===== config.mk =====
export PLATFORM = sky130hd
export DESIGN_NAME = sensor_monitor
export DESIGN_NICKNAME = d
export VERILOG_FILES = /design/src/rtl/sensor_monitor.sv
export SDC_FILE = /design/constraint.sdc
export NUM_CORES = 1
export LEC_CHECK = 0
export ABC_AREA = 1
export CORE_UTILIZATION = 47
export CTS_BUF_LIST = sky130_fd_sc_hd__clkbuf_2 sky130_fd_sc_hd__clkbuf_4 sky130_fd_sc_hd__clkbuf_8
export DETAILED_ROUTE_END_ITERATION = 7
export HOLD_SLACK_MARGIN = 0.08
export PLACE_DENSITY = 0.91
export RECOVER_POWER = 100
export SETUP_SLACK_MARGIN = 0.3
export SYNTH_ARGS = -nofsm -noshare
export SYNTH_HDL_FRONTEND = slang
export SYNTH_SLANG_ARGS = --single-unit
export TNS_END_PERCENT = 30

===== constraint.sdc =====
create_clock -name clk -period 2.15 [get_ports clk]
set_clock_uncertainty 0.2 [all_clocks]
set_input_delay 0.43 -clock clk [delete_from_list [all_inputs] [get_ports clk]]
set_output_delay 0.43 -clock clk [all_outputs]
set_load 0.01 [all_outputs]

===== src/rtl/sensor_monitor.sv =====
// sensor_monitor: multi-channel sensor fault monitor with persistence, first-fault record and event count
module sensor_monitor #(
   parameter int NUM_CH  = 4,
   parameter int PERSIST = 3,
   parameter bit STICKY  = 1,
   parameter int CNT_W   = 8,
   localparam int ID_W   = (NUM_CH > 1) ? $clog2(NUM_CH) : 1
) (
   input  logic                clk,
   input  logic                rst,
   input  logic [4*NUM_CH-1:0] sensors,
   input  logic                clear,
   output logic [NUM_CH-1:0]   status,
   output logic                error,
   output logic                first_valid,
   output logic [ID_W-1:0]     first_id,
   output logic [CNT_W-1:0]    event_count
);
   localparam int PW = $clog2(PERSIST + 1);

   logic [NUM_CH-1:0] raw, new_ev, live_nxt;
   logic [PW-1:0]     pcnt [NUM_CH];
   logic [ID_W-1:0]   ev_id;
   logic              any_ev;

   // raw fault rule, qualification and lowest-index event channel
   always_comb begin
      raw      = '0;
      new_ev   = '0;
      live_nxt = '0;
      ev_id    = '0;
      for (int i = NUM_CH - 1; i >= 0; i--) begin
         raw[i]      = sensors[4*i] | (sensors[4*i+1] & (sensors[4*i+2] | sensors[4*i+3]));
         new_ev[i]   = raw[i] && pcnt[i] == PW'(PERSIST - 1);
         live_nxt[i] = raw[i] && pcnt[i] >= PW'(PERSIST - 1);
         if (new_ev[i]) ev_id = ID_W'(i);
      end
   end

   assign any_ev = |new_ev;
   assign error  = |status;

   // persistence counters: zero on raw low, saturate at PERSIST; untouched by clear
   always_ff @(posedge clk) begin
      for (int i = 0; i < NUM_CH; i++)
         pcnt[i] <= (rst || !raw[i]) ? '0 : (pcnt[i] == PW'(PERSIST)) ? pcnt[i] : pcnt[i] + 1'b1;
   end

   // status flags: latched with clear (new events win) or live tracking
   always_ff @(posedge clk) begin
      if (rst) status <= '0;
      else     status <= STICKY ? ((clear ? '0 : status) | new_ev) : live_nxt;
   end

   // first-fault record and saturating event counter; an event on a clear edge restarts both
   always_ff @(posedge clk) begin
      if (rst) begin
         first_valid <= 1'b0;
         first_id    <= '0;
         event_count <= '0;
      end else begin
         if (any_ev && (clear || !first_valid)) begin
            first_valid <= 1'b1;
            first_id    <= ev_id;
         end else if (clear) begin
            first_valid <= 1'b0;
            first_id    <= '0;
         end
         event_count <= clear ? CNT_W'(any_ev) : event_count + CNT_W'(any_ev && event_count != '1);
      end
   end
endmodule


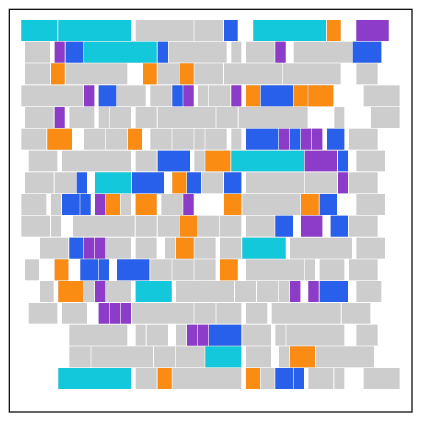
Fig. 1. Gate-type map (run 1).
Drawn at 8 px/um.
legend:
  inverting AOI/OAI gates:
    colour: orange
    cells: 23
    where: spread over the die
  NOR gates:
    colour: purple
    cells: 25
  adder and majority cells:
    colour: cyan
    cells: 10
  NAND gates:
    colour: blue
    cells: 29
    where: spread over the die
combinational share of cell area: 0.373
Top cell excl fill/tap: buf_4
final std cells w/o fill: 233

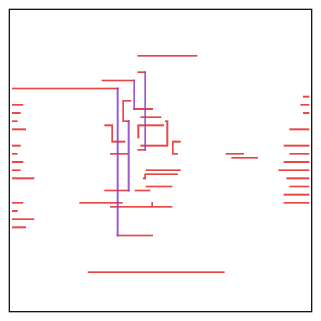
Fig. 2. Routed metal, one colour a layer (run 1).
Drawn at 6 px/um. Only two layers are drawn.
legend:
  met3:
    colour: red
    wire_length: 207 um
  met4:
    colour: purple
    wire_length: 53.7 um
drt wl/cell: 15.6 um
Via Count: 1243
aggregate routed wire length: 3640 um
GRT Resource Usage Total: 0.273

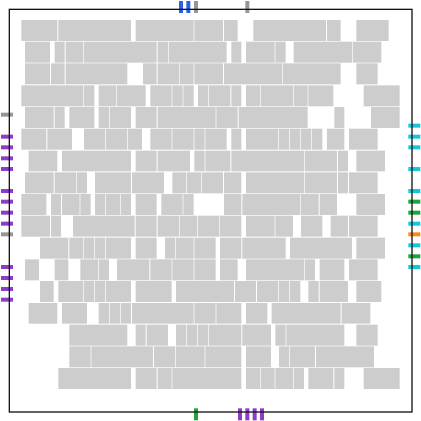
Fig. 3. Ports around the boundary (run 1).
Drawn at 8 px/um. Pins as bars across the die edge, other pins in grey.
legend:
  status:
    colour: green
    pins: 4
    direction: output
    edge: 3 right, 1 bottom
  event_count:
    colour: cyan
    pins: 8
    direction: output
    edge: right
  error:
    colour: orange
    pins: 1
    direction: output
    edge: right
  first_id:
    colour: blue
    pins: 2
    direction: output
    edge: top
  sensors:
    colour: purple
    pins: 16
    direction: input
    edge: 12 left, 4 bottom
port buffer count: 34
width of the chip: 50.2 um
vertical die size: 50.2 um

-- run 1: synth_stat cells --
cell | n | area (um^2)
nand3_1 | 5 | 25.0
o21ai_0 | 2 | 10.0
a31oi_1 | 1 | 6.26
nand4_1 | 5 | 31.3
nor3b_1 | 1 | 7.51
inv_1 | 18 | 67.6
inv_2 | 1 | 3.75
o22ai_1 | 4 | 25.0
o21ai_1 | 4 | 20.0
o21ai_2 | 1 | 8.76
a21boi_1 | 1 | 7.51
o21a_1 | 1 | 7.51
dfxtp_1 | 23 | 460
nor2_1 | 23 | 86.3
nand2_1 | 14 | 52.6
nor2_2 | 1 | 6.26
a21oi_1 | 10 | 50.1
ha_1 | 10 | 125
buf_2 | 1 | 5.00
nand2_2 | 5 | 31.3
xor2_1 | 6 | 52.6
-- run 1: through the flow --
stage | total power [mW] | cells | util | setup WS [ps]
CTS | 0.927 | 227 | 0.822 | 172
global placement | 0.660 | 206 | 0.701 | -259
floorplan | 0.575 | 137 | - | 229
detailed placement | 0.674 | 206 | 0.701 | -324
finish | 0.976 | 233 | 0.857 | 136
global route | 1.02 | 233 | 0.857 | 65.7
-- run 1: cells in the final DEF (no fill, tap or decap), types with 4 or more instances in the layout --
| cell type | netlist | final |
|---|---|---|
| inv_1 | 18 | 15 |
| clkbuf_4 | 0 | 4 |
| nand2_2 | 5 | 5 |
| o22ai_1 | 4 | 4 |
| clkdlybuf4s50_1 | 0 | 12 |
| nand2_1 | 14 | 8 |
| ha_1 | 10 | 4 |
| a21oi_1 | 10 | 9 |
| dlygate4sd2_1 | 0 | 7 |
| o21ai_2 | 1 | 4 |
| clkdlybuf4s15_1 | 0 | 7 |
| nand4_1 | 5 | 5 |
| inv_2 | 1 | 4 |
| dfxtp_2 | 0 | 6 |
| dfxtp_1 | 23 | 13 |
| dfxtp_4 | 0 | 4 |
| buf_4 | 0 | 30 |
| ha_4 | 0 | 5 |
| nand2_4 | 0 | 6 |
| nor2_1 | 23 | 22 |
| xor2_1 | 6 | 6 |
-- run 1: how the worst min path moves through the flow --
stage                            from     endpoint  slack (ps)
after floorplan            pcnt[3][1]   pcnt[3][1]         300
after global placement    first_id[1]  first_id[1]         270
after detailed placement  first_id[1]  first_id[1]         280
after CTS                 first_id[1]  first_id[1]         300
after global routing      sensors[15]   pcnt[3][0]         350
final                       status[1]    status[1]         340
-- run 1: layout make-up --
cell class	count	area, um^2	area share
clock buffer	4	30.0	0.0160
multi-input combinational	94	701	0.373
timing repair buffer	65	558	0.297
tap	28	35.0	0.0187
sequential	23	483	0.257
inverter	19	71.3	0.0380
-- run 1: routing by layer --
layer | part of all wire | track usage
met2 | 0.55 | 0.536
met5 | 0 | 0
met4 | 0.015 | 0.0810
met1 | 0.38 | 0.295
met3 | 0.057 | 0.0394
-- run 1: timing repair --
item | 4_1_cts | 5_1_grt
resized | 67 | 20
setup buffers | 17 | 6
endpoints found under the setup margin | 16 | 22
pin swaps | 25 | 12
cloned | 0 | 0
-- run 1: registers in the layout, summed over array words and instances, names as in the netlist --
name         flops
event_count      8
status           4
pcnt             8
first_valid      1
first_id         2
==> summary.txt, run 1 <==
Notes on the flow outputs.

- Per the finish-stage timing summary, setup violations number 0.
- The total number of placement rows is 17.
- The number of detailed-route iterations in the first pass reads 4.
- The number of nets at the end of the flow is 235.
- The transition at the pin with the smallest max-transition slack is 364 ps.
- The share of synthesized cell area in and, or, nand and nor gates is 0.220.
- In this run the critical path is formed by inv_2 > ha_4 > nand2_4 > nand2_4 > nor2_1 > nor2_1 > ha_2 > ha_4 > nand2_4 > nor2_4 > nand4_1 > nor3b_1.
- The final weighted congestion of routability-driven global placement reads 0.732.
- The flow ran to the end, and the final reports show no timing, DRC or antenna violations.
- The worst-path cell with the longest stage delay reads dfxtp_2.
- The number of hold violations in the final report reads 0.
- At the worst endpoint, the required time is 2160 ps.
- The endpoint of the lowest-slack register-to-register path reads event_count[6].
- According to the floorplan report, the placeable core area is 2190 um^2.
- The number of fill cells is 113.
- The switching share of power reads 0.296.
- According to the floorplan report, the total die area is 2520 um^2.
- The hold path depth is 2.
- The fraction of final layout cells sized beyond drive strength 1 reads 0.380.
- The final standard cell area without fillers reads between 1500 and 2000 um^2.
- The power report attributes to the combinational group a share of 0.293.
- The cell that appears most often on the critical path is nand2_4.
- The clock insertion delay at the later pin of the skew report is 320 ps.
- Of the total power, registers draw 0.482.
- The share of synthesized area occupied by flip-flops and latches reads 0.423.
- In this run, the synthesized area fraction spent on adder and majority cells is recorded as 0.115.
- The main logic family after synthesis reads simple AND/OR/NAND/NOR gates.
- Max-slew check failures listed in the final report amount to 0.
- The flop and latch count out of synthesis reads 23.
- The total clock buffers created by CTS reads 3.
- For this run, the slowest stage of the critical path takes 350 ps.
- Setup repair after global routing could not meet its margin everywhere.
- The first global-routing pass estimated 5270 um of wire.
- The worst slew margin relative to its limit reads 0.756.
- The residual antenna-violating net count after detailed routing reads 0.
- The clock group share of total power reads 0.226.
- The internal power summed over all cells reads 687 uW.
- The starting density of the core reads 0.497.
- Static timing analysis puts the maximum clock frequency at just under 500 MHz.
- The peak fanout along the critical path reads 4.
- The via count of the first global-routing pass is 1210.
- The capture point of the worst path is event_count[6].
- The slack of the worst reg-to-reg path is around 140 ps.
- The instance count of the mapped netlist reads 137.
- The startpoint identified for the worst register-to-register timing path is pcnt[2][0].
- The post-route clock period utilization is 0.937.
- The element type at the critical path end reads a flop.
- The gate-level netlist out of Yosys references 21 unique cell types.
- The critical path buffer and inverter count is 1.
- The pin count of the biggest net entering global routing reads 13.
- The number of sinks on the clock net reads 23.
- The post-synthesis instance area reads 1090 um^2.
- The total global routing overflow is 0.
- The post-synthesis chip area from yosys is 1090 um^2.
- The power drawn by the clock network is 220 uW.
- The worst hold margin is 335 ps.
- The flow reports power dissipated in combinational cells as 286 uW.
- TritonCTS built the clock tree.
- The worst endpoint data arrival time reads 2020 ps.
- The classification of the worst-slack hold path is reg2reg.
- The depth of the CTS H-tree reads 1.
- The worst-case IR drop observed on VDD is 0.000519 V.
- Counting every net in the synthesized netlist gives 166.
- The synthesis report lists the Yosys warning total as 0.
- The diode insertion count for antenna repair is 0.
- The number of cells on the worst reg-to-reg path reads 12.
- The count of warning messages emitted by the tools reads 33.
==> run 2, diff against run 1 <==
--- a/config.mk
+++ b/config.mk
@@ -9,6 +9,7 @@
 export CORE_UTILIZATION = 47
 export CTS_BUF_LIST = sky130_fd_sc_hd__clkbuf_2 sky130_fd_sc_hd__clkbuf_4 sky130_fd_sc_hd__clkbuf_8
 export DETAILED_ROUTE_END_ITERATION = 7
+export GPL_ROUTABILITY_DRIVEN = 0
 export HOLD_SLACK_MARGIN = 0.08
 export PLACE_DENSITY = 0.91
 export RECOVER_POWER = 100
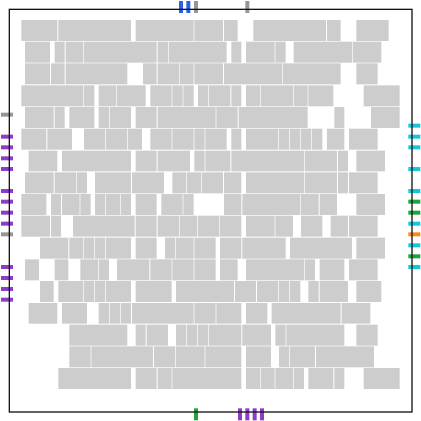
Fig. 4. Ports around the boundary (run 2).
Drawn at 8 px/um. Pins as bars across the die edge, other pins in grey.
legend:
  first_id:
    colour: blue
    pins: 2
    direction: output
    edge: top
  sensors:
    colour: purple
    pins: 16
    direction: input
    edge: 12 left, 4 bottom
  event_count:
    colour: cyan
    pins: 8
    direction: output
    edge: right
  status:
    colour: green
    pins: 4
    direction: output
    edge: 3 right, 1 bottom
  error:
    colour: orange
    pins: 1
    direction: output
    edge: right
all pins by edge: 14 left, 12 right, 5 bottom, 4 top

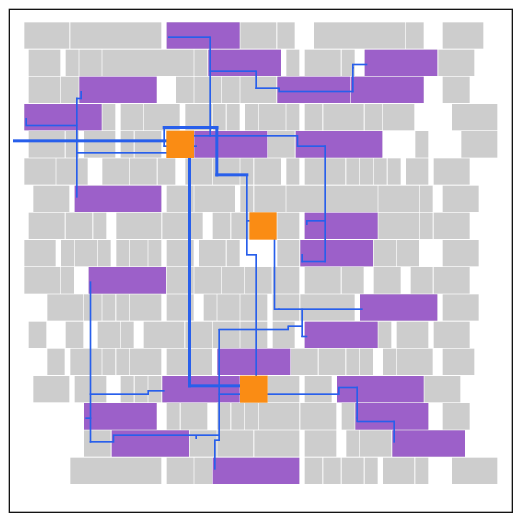
Fig. 5. Clock wires, drivers and flops (run 2).
Drawn at 10 px/um.
legend:
  clock wires:
    colour: blue
    length: 285 um
  flip-flops:
    colour: purple
    count: 23
  cells driving clock nets:
    colour: orange
    count: 3
routed clock nets: 4
proportion of power drawn by the clock network: 0.226
clock-net power: 220 uW
Worst-Skew Late Latency: 320 ps

==> summary.txt, run 2 <==
Notes on the flow outputs.

- The total vias in the final route is 1243 (unchanged).
- Per the OpenROAD power report, leakage power amounts to 0.886 nW.
- The residual antenna-violating net count after detailed routing came to 0 (unchanged).
- According to the dpl log, the detail-placed design has an HPWL of ~1900 um.
- The via count of the first global-routing pass is 1210 (unchanged).
- The most common logic cells in the final layout are buf_4, nor2_1, inv_1.
- The flop and latch count out of synthesis reads 23 (unchanged).
- The power per standard cell area is a little over 500 nW/um^2.
- The peak fanout along the critical path reads 4 (unchanged).
- The final standard cell area without fillers is 1880 um^2 (unchanged).
- The area overhead of the layout relative to synthesis reads 72.3%.
- The commonest cells after synthesis are dfxtp_1, nor2_1, inv_1.
- The post-cts hold-fix buffer tally is 0.
- The detailed-route DRC error count reads 0.
- The number of nets produced by synthesis is 166 (unchanged).
- The maximum VDD drop reads 0.000519 V (unchanged).
- The core footprint is 2190 um^2 (unchanged).
- The slack of the worst reg-to-reg path is 140 ps (about the same).
- The wire length of the first global-routing pass was 5270 um (unchanged).
- The clock edge transition at the registers on the reported setup and hold paths is roughly 130 ps.
- The wire length per cell after detailed routing is 15.6 um (unchanged).
- The starting density of the core is 0.497 (unchanged).
- The count of library flops with an enable pin is 0 (unchanged).
- The final setup violation count reads 0 (unchanged).
- The count of yosys warnings during synthesis reads 0 (unchanged).
- The number of sinks on the clock net is 23 (unchanged).
- The number of distinct library cells after synthesis is 21 (unchanged).
- The global router's overall resource usage came to 0.273 (unchanged).
- The worst endpoint data arrival time is 2020 ps (about the same).
- The number of top-level pins is 35.
- The number of port buffers reads 34 (unchanged).
- The worst slew margin relative to its limit reads 0.756 (unchanged).
- The total number of placement rows is 17 (unchanged).
- The total global routing overflow is 0 (unchanged).
- The library cell with the largest summed area after synthesis reads dfxtp_1.
- The highest achievable clock rate is 497 MHz (unchanged).
- The TritonCTS clock tree is done.
- The instance count of the mapped netlist is 137 (unchanged).
- The share of async-settable or async-resettable flops after synthesis came to 0 (unchanged).
- The share of Yosys cell area claimed by the top area cell type was 0.423 (unchanged).
- The pin count of the biggest net entering global routing reads 13 (unchanged).
- For reference, the most critical setup path is categorized as reg2reg.
- The share of the core filled with cells is 0.857 (unchanged).
- The number of nets at the end of the flow reads 235 (unchanged).
- The detailed-route vias per instance reads 5.33.
- The number of detailed-route iterations in the first pass reads 4 (unchanged).
- The number of max-slew violations in the final report reads 0 (unchanged).
- The x dimension of the die is 50.2 um (unchanged).
- The die boundary height is 50.2 um (unchanged).
- The post-synthesis instance area was 1090 um^2 (unchanged).
- The number of buffers on the longest clock path is 2.
- The chip area reads 2520 um^2 (unchanged).
- The transition at the pin with the smallest max-transition slack reads 364 ps (unchanged).
- Yosys attributes the largest share of cell area to dfxtp_1, ha_1, nor2_1.
- The depth of the CTS H-tree is 1 (unchanged).
- Across the run, the number of max-cap violations was 0.
- The share of synthesized area occupied by flip-flops and latches reads 0.423 (unchanged).
- Setup repair after global routing could not meet its margin everywhere.
- The diode insertion count for antenna repair came to 0 (unchanged).
- The synthesized area divided by synthesized cell count reads 7.95 um^2.
- The initial antenna violation count is 0.
- The clock root buffer reads clkbuf_4.
- The count of instantiated cells in the yosys netlist is 137.
- The total clock buffers created by CTS is 3 (unchanged).
- STA classifies the critical path startpoint as a flop.
- The final critical-path required period reads approximately 2000 ps.
- The leading cell type in the layout, fill and taps excluded reads buf_4.
- The post-synthesis chip area from yosys was 1090 um^2 (unchanged).
- Detailed placement reports a standard cell area of 1540 um^2.
- The fraction of final layout cells sized beyond drive strength 1 is 0.380 (unchanged).
- The post-route clock period utilization was 0.937 (unchanged).
- In the final layout, the registers with the most flip-flops are event_count (8), pcnt (8), status (4).
- The commonest register cell is dfxtp_1.
- The required arrival time at the worst endpoint is 2160 ps (about the same).
- The count of warning messages emitted by the tools reads 33 (unchanged).
- The worst hold path belongs to the class reg2reg.
- The first-iteration detailed-routing DRC count reads 46.
- The flow ran to the end, and the final reports show no timing, DRC or antenna violations.
- The element type at the critical path end is a flop.
- The number of hold violations in the final report came to 0 (unchanged).
- The aggregate routed wire length reads 3640 um (unchanged).
## run 2: cell counts after synthesis
Identical to the previous run, type by type.
## run 2: final timing paths
| check | end | start | cells after the start |
|---|---|---|---|
| worst max-delay path | event_count[6] | pcnt[2][0] | 12 |
| worst min-delay path | status[1] | status[1] | 2 |
| worst max register to register | event_count[6] | pcnt[2][0] | 12 |
| worst min register to register | status[1] | status[1] | 2 |
## run 2: logic make-up (layout without fill, tap and decap cells)
| logic type | count (synthesis) | count (layout) | share of synthesized area |
|---|---|---|---|
| fa+ha+maj | 10 | 10 | 0.115 |
| compound gates | 24 | 24 | 0.124 |
| xor+xnor | 6 | 6 | 0.0482 |
| flops | 23 | 23 | 0.423 |
| buf+inv | 20 | 88 | 0.0700 |
| simple gates | 54 | 54 | 0.220 |
## run 2: final cells by class
class | count | area (um^2)
clock buffer | 4 | 30.0
timing repair buffer | 65 | 558
tap | 28 | 35.0
fill | 113 | 313
sequential | 23 | 483
multi-input combinational | 94 | 701
inverter | 19 | 71.3
## run 2: worst max-delay path: stages, from the launching register on
cell and delay, ps:
dfxtp_2 350, inv_2 70, ha_4 130, nand2_4 60, nand2_4 70, nor2_1 60, nor2_1 120, ha_2 250
ha_4 160, nand2_4 50, nor2_4 130, nand4_1 90, nor3b_1 150
## run 2: where the power goes
part	switching, mW	internal, mW	total (mW)
clock network	0.135	0.0852	0.220
logic	0.133	0.153	0.286
registers	0.0209	0.450	0.470
## run 2: routing by layer
metal / wire length, um / vias to the layer above / global-route usage
met5: 0 / - / 0
met4: 53 / 0 / 0.0810
met1: 1380 / 587 / 0.295
met2: 1990 / 65 / 0.536
li1: - / 583 / -
met3: 206 / 8 / 0.0394
## run 2: what timing repair did
action                                  in CTS  in global routing
endpoints found under the setup margin      16                 22
resized                                     67                 20
buffers inserted                            17                  6
pin swaps                                   25                 12
## run 2: stage by stage
| step | setup slack [ps] | power, mW | instances | setup TNS [ps] | hold WS (ps) |
|---|---|---|---|---|---|
| after detailed placement | -324 | 0.674 | 206 | -1520 | 283 |
| final | 136 | 0.976 | 233 | 0 | 335 |
| after global placement | -259 | 0.660 | 206 | -1050 | 271 |
| after CTS | 172 | 0.927 | 227 | 0 | 305 |
| after global routing | 65.7 | 1.02 | 233 | 0 | 349 |
| after floorplan | 229 | 0.575 | 137 | 0 | 300 |
No activity file was given, so power comes from the tool's default toggle rates.
